==> src/rtl/dadda_mul_arbiter.sv <==
// dadda_mul_arbiter: round-robin arbiter sharing one combinational multiplier among NREQ requesters

// dadda: combinational unsigned multiplier reducing partial-product rows through a 3:2 carry-save chain
module dadda #(
    parameter int M = 8,
    parameter int N = 8
) (
    input  logic [M-1:0]   P,
    input  logic [N-1:0]   Q,
    output logic [M+N-1:0] y
);
    localparam int W = M + N;
    genvar j;
    for (j = 0; j < N; j++) begin : row
        logic [W-1:0] pp;
        logic [W-1:0] s;
        logic [W-1:0] c;
        assign pp = Q[j] ? (W'(P) << j) : '0;
        if (j == 0) begin : g_first
            assign s = pp;
            assign c = '0;
        end else begin : g_next
            assign s = row[j-1].s ^ row[j-1].c ^ pp;
            assign c = ((row[j-1].s & row[j-1].c) | (row[j-1].s & pp) | (row[j-1].c & pp)) << 1;
        end
    end
    assign y = row[N-1].s + row[N-1].c;
endmodule

module dadda_mul_arbiter #(
    parameter int M    = 8,
    parameter int N    = 8,
    parameter int NREQ = 4
) (
    input  logic                     clk,
    input  logic                     rst,
    input  logic [NREQ-1:0]          req_valid,
    input  logic [NREQ*M-1:0]        req_a,
    input  logic [NREQ*N-1:0]        req_b,
    output logic [NREQ-1:0]          req_ready,
    output logic                     rsp_valid,
    input  logic                     rsp_ready,
    output logic [M+N-1:0]           rsp_y,
    output logic [$clog2(NREQ)-1:0]  rsp_id,
    output logic                     busy
);
    localparam int IW = $clog2(NREQ);
    localparam logic [1:0] IDLE = 2'd0;
    localparam logic [1:0] MUL  = 2'd1;
    localparam logic [1:0] RESP = 2'd2;

    logic [1:0]     state;
    logic [IW-1:0]  rr_ptr;
    logic [IW-1:0]  win;
    logic [IW-1:0]  gnt;
    logic [IW-1:0]  idx;
    logic           found;
    logic [M-1:0]   op_a;
    logic [N-1:0]   op_b;
    logic [M+N-1:0] prod;

    dadda #(.M(M), .N(N)) u_mul (.P(op_a), .Q(op_b), .y(prod));

    // first valid requester at or above rr_ptr, wrapping; descending scan leaves the nearest one in gnt
    always_comb begin
        found = 1'b0;
        gnt   = '0;
        idx   = '0;
        for (int k = NREQ - 1; k >= 0; k--) begin
            idx = rr_ptr + IW'(k);
            if (req_valid[idx]) begin
                found = 1'b1;
                gnt   = idx;
            end
        end
    end

    assign req_ready = (!rst && state == IDLE && found) ? (NREQ'(1) << gnt) : '0;
    assign busy      = state != IDLE;

    // accept in IDLE, capture the product in MUL, hold it in RESP until consumed
    always_ff @(posedge clk) begin
        if (rst) begin
            state     <= IDLE;
            rr_ptr    <= '0;
            win       <= '0;
            op_a      <= '0;
            op_b      <= '0;
            rsp_valid <= 1'b0;
            rsp_y     <= '0;
            rsp_id    <= '0;
        end else if (state == IDLE) begin
            if (|(req_valid & req_ready)) begin
                op_a   <= req_a[gnt*M +: M];
                op_b   <= req_b[gnt*N +: N];
                win    <= gnt;
                rr_ptr <= gnt + IW'(1);
                state  <= MUL;
            end
        end else if (state == MUL) begin
            rsp_y     <= prod;
            rsp_id    <= win;
            rsp_valid <= 1'b1;
            state     <= RESP;
        end else if (rsp_ready) begin
            rsp_valid <= 1'b0;
            state     <= IDLE;
        end
    end
endmodule

==> config.mk <==
export PLATFORM = sky130hd
export DESIGN_NAME = dadda_mul_arbiter
export DESIGN_NICKNAME = d
export VERILOG_FILES = /design/src/rtl/dadda_mul_arbiter.sv
export SDC_FILE = /design/constraint.sdc
export NUM_CORES = 1
export LEC_CHECK = 0
export ABC_AREA = 1
export CORE_MARGIN = 2
export CORE_UTILIZATION = 60
export CTS_CLUSTER_DIAMETER = 30
export CTS_CLUSTER_SIZE = 12
export DETAILED_ROUTE_END_ITERATION = 7
export DONT_BUFFER_PORTS = 1
export GPL_ROUTABILITY_DRIVEN = 0
export GPL_TIMING_DRIVEN = 0
export HOLD_SLACK_MARGIN = 0.03
export PLACE_DENSITY = 0.84
export SETUP_SLACK_MARGIN = 0.05
export SLEW_MARGIN = 5
export SYNTH_ARGS = -nofsm -noshare
export SYNTH_HDL_FRONTEND = slang
export SYNTH_HIERARCHICAL = 1
export SYNTH_SLANG_ARGS = --single-unit
==> constraint.sdc <==
create_clock -name clk -period 10.8 [get_ports clk]
set_input_delay 1.62 -clock clk [delete_from_list [all_inputs] [get_ports clk]]
set_output_delay 1.62 -clock clk [all_outputs]
set_load 0.02 [all_outputs]
==> images/floorplan.png <==
Bar = 20 um. Pins as bars on the die edge.
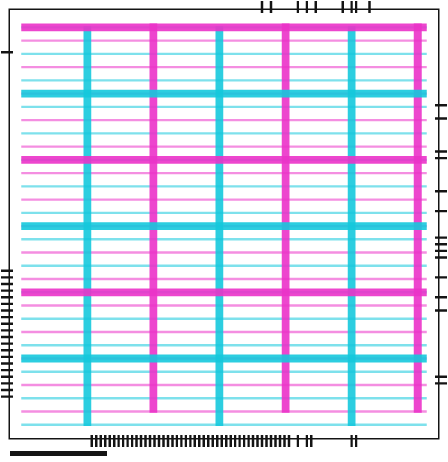
[VSS] cyan
[VDD] magenta
met5 straps: 6
signal pins: 95
met1 rails: 31

==> images/class_map.png <==
Bar = 20 um.
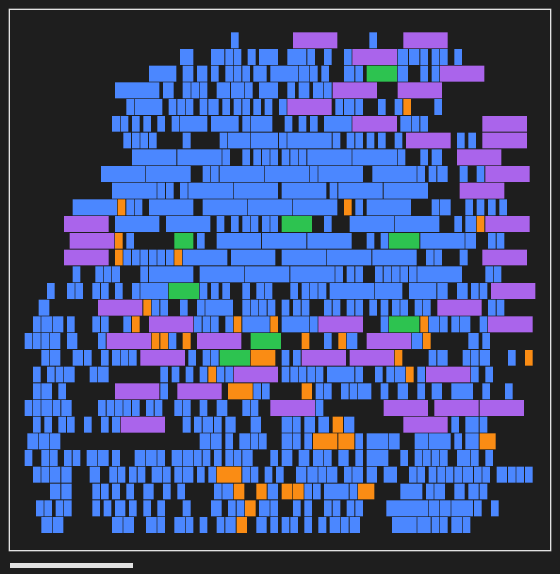
[remaining buffers and delay cells] orange | cells: 37
[clock drivers and dummy loads] green | cells: 8
[remaining logic cells] blue | cells: 568
[registers] purple | cells: 41

==> impl_metrics.ini <==
; physical design summary
[finish]
fillers = 614
fin_cells = 750
clk_share_pct = 2.36
max_flop_register = rsp_y
num-multi-input-gates = 446
finalNetCount = 781
num-nonclk-buffers = 37
clkbuf_count = 7
logic_area_mm2 = 0.00275
sh_comb_area_pct = 61.8
layout.area.top_class = combinational gates
fin_area_mm2 = 0.00445
final_cell_mix = 181 x nand2_1, 116 x inv_1, 78 x nor2_1, 71 x nand3_1, 43 x fa_1
antenna_cells = 0
lay_top_count = nand2_1
largest_reg_flops = 16
area_growth_pct = 5.33
flop_area_um2 = 821
bufAreaShareNonClock_pct = 4.28
ff_count = 41

[synth]
yosysTopAreaCell = fa_1
yosys_warnings = 6
ys_sh_mux_pct = 0
fp_nets = 774
yosys-top-cells-count = 181 x nand2_1, 116 x inv_1, 78 x nor2_1, 71 x nand3_1, 43 x fa_1
syn_inst = 646
synthArstFlopShare_pct = 0
ys_ff = 41
ys_cells = 646
synth-main-ff-cell = dfxtp_1
syn_avg_cell_area_um2 = 6.53
ys_area_mm2 = 0.00422
synthSimpleGateAreaFrac_pct = 35.9
synth_cell_types = 28
yosys-top-cells-area = fa_1 20%, dfxtp_1 19%, nand2_1 16%
syn-cell-area_mm2 = 0.00422
synth.top_cell.area_share_pct = 20.4
synthAdderAreaFrac_pct = 24.5

[floorplan]
die_x_um = 87.9
io-pin-count = 95
taps = 96
die_area_mm2 = 0.00772
die.size.y_um = 87.9
coreArea_mm2 = 0.00679
fp-utilization_pct = 62.1

[worst_setup_path]
cp.required_ns = 11.00
cp.depth = 20
arrival_ns = 5.58
reg2regPathDepth = 20
critical_path.max_fanout = 8
cp_num_buf_inv = 5
cp_cell_sequence = clkbuf_1 > nand2_1 > inv_1 > ha_1 > inv_1 > fa_1 > fa_1 > fa_1 > fa_1 > fa_1 > fa_1 > inv_1 > ha_1 > inv_1 > fa_1 > nor2_1 > nor2_1 > xnor2_1 > o21ai_0 > nor2_1
critPathTopFamily = adder cells
r2r_end = rsp_y[12]$_SDFFE_PP0P_
cpPeakStageDelay_ns = 0.52
rr_startpoint = op_b[1]$_SDFFE_PP0P_
crit_type = reg2reg
critPathCaptureType = flop
crit_start = op_b[1]$_SDFFE_PP0P_
critical_path.endpoint = rsp_y[12]$_SDFFE_PP0P_
crit_top_cell = fa_1
critPathLaunchType = flop

[detailed_routing]
first_pass_iters = 5
wl_per_cell_um = 11.5
ant_nets = 0
wl_um = 8610
m1WireLength_um = 3710
route.detailed.drc = 0
drt-initial-drc-count = 224
via_per_inst = 5.12
vias = 3843

[power]
switching_share_pct = 48.1
power.density_mw_per_mm2 = 172
p_total_mw = 0.765
p_leak_nw = 2.24
intPower_mw = 0.397
p_switching_mw = 0.368
maxPowerGroup = combinational logic
comb_cell_power_mw = 0.444

[grt]
grt_overflow = 0
grt_first_pass_wirelength_um = 15400
antenna_found_initial = 0
grt_pass1_vias = 3830
grt_max_degree = 14
grt_util_met3_pct = 3.96
busiest_layer = met2
grt_util_met2_pct = 46.0
grt.total_usage_pct = 24.8

[cts]
h-tree-depth = 2
cts.hold.buffers_added = 0
cts_buffer_depth = 2
clock-sinks = 41
clk_pin_slew_ns = 0.08
cts_resized = 0
cts_setup_buffers = 0
numCtsBuffers = 5

[timing]
fin_ws_ns = 5.42
relSlewSlack_pct = 55.9
final_max_slew_viol_count = 0
max_freq_mhz = 186
finalSetupViolations = 0
fin_hold_ws_ns = 0.484
worst_pin_slew_ns = 0.656
min_period_ns = 5.38
rsz0062_at_grt = false

[place]
placed_area_mm2 = 0.00434
hpwl_um = 7050
placed_cells = 742
place_ws_ns = 5.43

[hold_path]
hold_end = win[0]$_SDFFE_PP0P_
hold_path_class = reg2reg
holdPathStages = 2
worstHoldStart = win[0]$_SDFFE_PP0P_

[job]
maxCapViolCount = 0
openroad.warnings = 26

[outcome]
status = finished, final reports clean
==> images/clock_wires.png <==
Bar = 20 um.
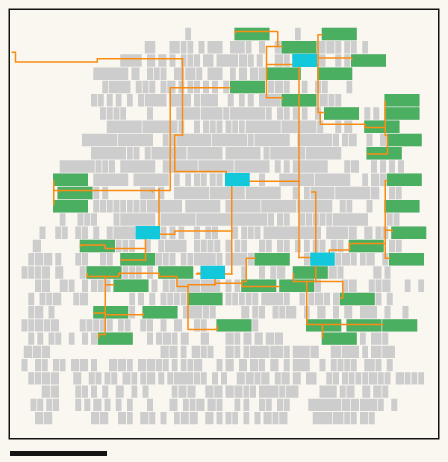
[clock wires] orange | length: 578 um
[flip-flops] green | count: 41
[clock-net drivers] cyan | count: 5
routed clock nets: 6
Clk. pwr: 0.117 mW
clk latency late pin: 0.30 ns
Final Skew: 0.00147 ns
clock share of power: 15.3%

Power is estimated from default activity; no workload was simulated.
